File: src/rtl/sprite_bounce_gen.sv
// Bouncing-sprite test pattern: N_SPRITES solid rectangles move once per frame
// in vertical blanking and are composited over a flat background, one cycle late.
module sprite_bounce_gen #(
  parameter int          N_SPRITES = 3,
  parameter int          COORD_W   = 10,
  parameter int          H_ACTIVE  = 640,
  parameter int          V_ACTIVE  = 480,
  parameter int          SPR_W     = 64,
  parameter int          SPR_H     = 48,
  parameter int          STEP      = 2,
  parameter logic [11:0] BG_RGB    = 12'h137
) (
  input  logic               pix_clk,
  input  logic               reset,
  input  logic [COORD_W-1:0] hcount,
  input  logic [COORD_W-1:0] vcount,
  input  logic               de,
  input  logic               pause,
  output logic               sdl_de,
  output logic [COORD_W-1:0] sdl_x,
  output logic [COORD_W-1:0] sdl_y,
  output logic [7:0]         sdl_r,
  output logic [7:0]         sdl_g,
  output logic [7:0]         sdl_b,
  output logic               overlap
);

  localparam logic [COORD_W+1:0] X_LIM  = (COORD_W+2)'(H_ACTIVE - SPR_W);
  localparam logic [COORD_W+1:0] Y_LIM  = (COORD_W+2)'(V_ACTIVE - SPR_H);
  localparam logic [COORD_W+1:0] STEP_E = (COORD_W+2)'(STEP);
  localparam logic [COORD_W:0]   SPR_WE = (COORD_W+1)'(SPR_W);
  localparam logic [COORD_W:0]   SPR_HE = (COORD_W+1)'(SPR_H);

  logic [COORD_W-1:0]   x_q [N_SPRITES];
  logic [COORD_W-1:0]   y_q [N_SPRITES];
  logic [N_SPRITES-1:0] dx_q;
  logic [N_SPRITES-1:0] dy_q;
  logic                 tick_prev_q;

  logic                 tick_match_p0;
  logic                 frame_tick_p0;
  logic [N_SPRITES-1:0] cover_p0;
  logic [11:0]          rgb_p0;
  logic                 ovl_p0;
  logic                 seen_p0;

  // One axis step with wall clamp; returns {new_dir, new_pos}.
  function automatic logic [COORD_W:0] step_axis(input logic [COORD_W-1:0] pos,
                                                 input logic               dir,
                                                 input logic [COORD_W+1:0] lim);
    logic [COORD_W+1:0] pos_e;
    logic [COORD_W+1:0] nxt;
    pos_e = {2'b00, pos};
    nxt   = '0;
    if (dir) begin
      nxt = pos_e + STEP_E;
      if (nxt > lim) step_axis = {1'b0, lim[COORD_W-1:0]};
      else           step_axis = {1'b1, nxt[COORD_W-1:0]};
    end else begin
      if (pos_e < STEP_E) step_axis = {1'b1, {COORD_W{1'b0}}};
      else begin
        nxt       = pos_e - STEP_E;
        step_axis = {1'b0, nxt[COORD_W-1:0]};
      end
    end
  endfunction

  function automatic logic [11:0] spr_rgb(input int idx);
    case (idx)
      0:       spr_rgb = 12'hF00;
      1:       spr_rgb = 12'h0F0;
      2:       spr_rgb = 12'h00F;
      default: spr_rgb = 12'hFF0;
    endcase
  endfunction

  // Stage p0: tick detection and compositing from current inputs
  assign tick_match_p0 = (hcount == '0) && (vcount == COORD_W'(V_ACTIVE));
  assign frame_tick_p0 = tick_match_p0 && !tick_prev_q;

  always_comb begin
    cover_p0 = '0;
    rgb_p0   = BG_RGB;
    ovl_p0   = 1'b0;
    seen_p0  = 1'b0;
    for (int i = 0; i < N_SPRITES; i++) begin
      cover_p0[i] = ({1'b0, hcount} >= {1'b0, x_q[i]}) &&
                    ({1'b0, hcount} <  {1'b0, x_q[i]} + SPR_WE) &&
                    ({1'b0, vcount} >= {1'b0, y_q[i]}) &&
                    ({1'b0, vcount} <  {1'b0, y_q[i]} + SPR_HE);
    end
    // Walk from the highest index down so the lowest covering index wins.
    for (int i = N_SPRITES - 1; i >= 0; i--) begin
      if (cover_p0[i]) rgb_p0 = spr_rgb(i);
    end
    for (int i = 0; i < N_SPRITES; i++) begin
      if (cover_p0[i]) begin
        if (seen_p0) ovl_p0 = 1'b1;
        seen_p0 = 1'b1;
      end
    end
    if (!de) begin
      rgb_p0 = '0;
      ovl_p0 = 1'b0;
    end
  end

  always_ff @(posedge pix_clk or negedge reset) begin
    if (!reset) begin
      tick_prev_q <= 1'b0;
      for (int i = 0; i < N_SPRITES; i++) begin
        x_q[i]  <= COORD_W'(32 + 96 * i);
        y_q[i]  <= COORD_W'(32 + 64 * i);
        dx_q[i] <= 1'b1;
        dy_q[i] <= ((i % 2) == 0);
      end
    end else begin
      tick_prev_q <= tick_match_p0;
      if (frame_tick_p0 && !pause) begin
        for (int i = 0; i < N_SPRITES; i++) begin
          {dx_q[i], x_q[i]} <= step_axis(x_q[i], dx_q[i], X_LIM);
          {dy_q[i], y_q[i]} <= step_axis(y_q[i], dy_q[i], Y_LIM);
        end
      end
    end
  end

  // Stage p1: registered video outputs
  always_ff @(posedge pix_clk or negedge reset) begin
    if (!reset) begin
      sdl_de  <= 1'b0;
      sdl_x   <= '0;
      sdl_y   <= '0;
      sdl_r   <= '0;
      sdl_g   <= '0;
      sdl_b   <= '0;
      overlap <= 1'b0;
    end else begin
      sdl_de  <= de;
      sdl_x   <= hcount;
      sdl_y   <= vcount;
      sdl_r   <= {2{rgb_p0[11:8]}};
      sdl_g   <= {2{rgb_p0[7:4]}};
      sdl_b   <= {2{rgb_p0[3:0]}};
      overlap <= ovl_p0;
    end
  end

endmodule

File: config.mk
export PLATFORM = sky130hd
export DESIGN_NAME = sprite_bounce_gen
export DESIGN_NICKNAME = d
export VERILOG_FILES = /design/src/rtl/sprite_bounce_gen.sv
export SDC_FILE = /design/constraint.sdc
export NUM_CORES = 1
export LEC_CHECK = 0
export CAP_MARGIN = 10
export CORE_ASPECT_RATIO = 1.4
export CORE_MARGIN = 5
export CORE_UTILIZATION = 50
export DETAILED_ROUTE_END_ITERATION = 10
export PLACE_DENSITY = 0.74
export SLEW_MARGIN = 20
export SYNTH_ARGS = -nofsm -noshare
export SYNTH_HDL_FRONTEND = slang
export SYNTH_SLANG_ARGS = --single-unit
File: constraint.sdc
create_clock -name pix_clk -period 4.25 [get_ports pix_clk]
set_input_delay 1.0625 -clock pix_clk [delete_from_list [all_inputs] [get_ports pix_clk]]
set_output_delay 1.0625 -clock pix_clk [all_outputs]
set_load 0.01 [all_outputs]
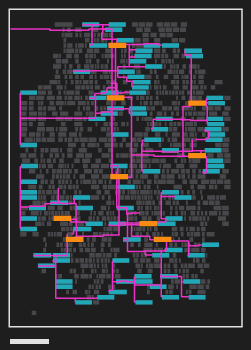
Figure 1: routed clock nets over the placement.
Scale bar: 20 um.
clock wires: in magenta, length 1,350 um. clock drivers: in orange, count 9. flip-flops: in cyan, count 89.
There are 10 routed clock nets.

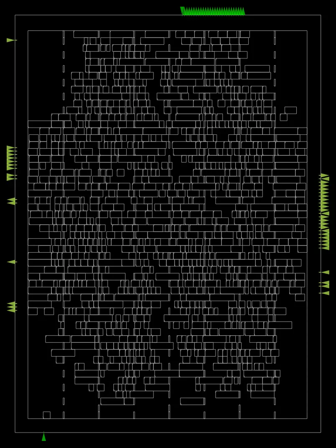
Figure 2: placed standard cells.
Seq cells: 89
Site Rows: 56

==> impl_metrics.toml <==
# generated from flow reports
[yosys]
yosys_cells = 1036
synthAoiAreaFrac_pct = 26.14
synth.distinct_cells = 81
synthFlopType = "dfrtp_1"
top_cells_by_count = "108 x ha_1, 77 x o21ai_0, 75 x a21oi_1"
ys_seq_share_pct = 26.55
yosys.area.top_type = "dfrtp_1"
yosys_area_mm2 = 0.008459
logic_family = "AND-OR/OR-AND gates"
synth_area_per_cell_um2 = 8.165
ys_ff = 89
syn_area_mm2 = 0.008459

[flow_run]
warnings = 44
drv_cap = 0

[finish]
drive_gt1_share_pct = 6.773
final_cell_mix = "108 x ha_1, 77 x o21ai_0, 75 x a21oi_1, 74 x dfrtp_1, 69 x inv_1"
stdcell_count = 1266
comb_cells = 803
comb_area_share_pct = 58.91
top_regs = "x_q x27, y_q x27"
flop_area_mm2 = 0.002246
largest_class = "logic gates"
n_fill_cell = 1529
diodes = 0
n_all_buffers = 86
buffer_area_share_pct = 8.884
clkCellAreaFrac_pct = 3.054

[floorplan]
core_mm2 = 0.01668
chipArea_mm2 = 0.01966

[setup_path]
cp_num_buf_inv = 2
cp.arrival_ps = 3810
crit_family = "simple AND/OR/NAND/NOR gates"
r2r_end = "sdl_b[3]"
cpMostUsedCell = "or3_1"
cp_max_fo = 27
cp-startpoint = "hcount[7]"
timing.rr.start = "y_q[25]"
cpPeakStageDelay_ps = 630
required_ps = 4550
worstSetupStartpointType = "input port"
crit_end = "x_q[5]"

[global_routing]
top_usage_layer = "met2"
grt_pass1_wl_um = 38640
grt.total_usage_pct = 24.03
gr-usage-met3_pct = 3.651

[sta]
finalHoldWorstSlack_ps = 576.5
fin_crit_ps = 3513
fmax_mhz = 284.7
skew_ps = 9.276
setup_viol_count_final = 0
period_used_pct = 82.65
finalHoldViolCount = 0

[drt]
avgRoutedWirePerCell_um = 18.31
firstDrtPassIters = 5
ant_nets = 0
num_vias = 8114
drt_iter0_markers = 706
wl_um = 23180
via_per_inst = 6.409

[placement]
dp_hpwl_um = 17510
dpl_cell_area_mm2 = 0.009175
numPortBuffers = 69

[power]
p_total_w = 0.001869
switching_share_pct = 26.02
clock_power_share_pct = 42.2
p_leak_nw = 3.883
p_clk_w = 0.000789
p_sw_w = 0.0004862
seqPwrFrac_pct = 46.4

[clock_tree]
numCtsBuffers = 9
clock_latency_ps = 360
cts-resized-gates = 0
post_cts_buffers = 0

[worst_hold_path]
min_to = "x_q[19]"
worstHoldPathType = "register to register"
whs_path_depth = 2

[outcome]
run_status = "completed"
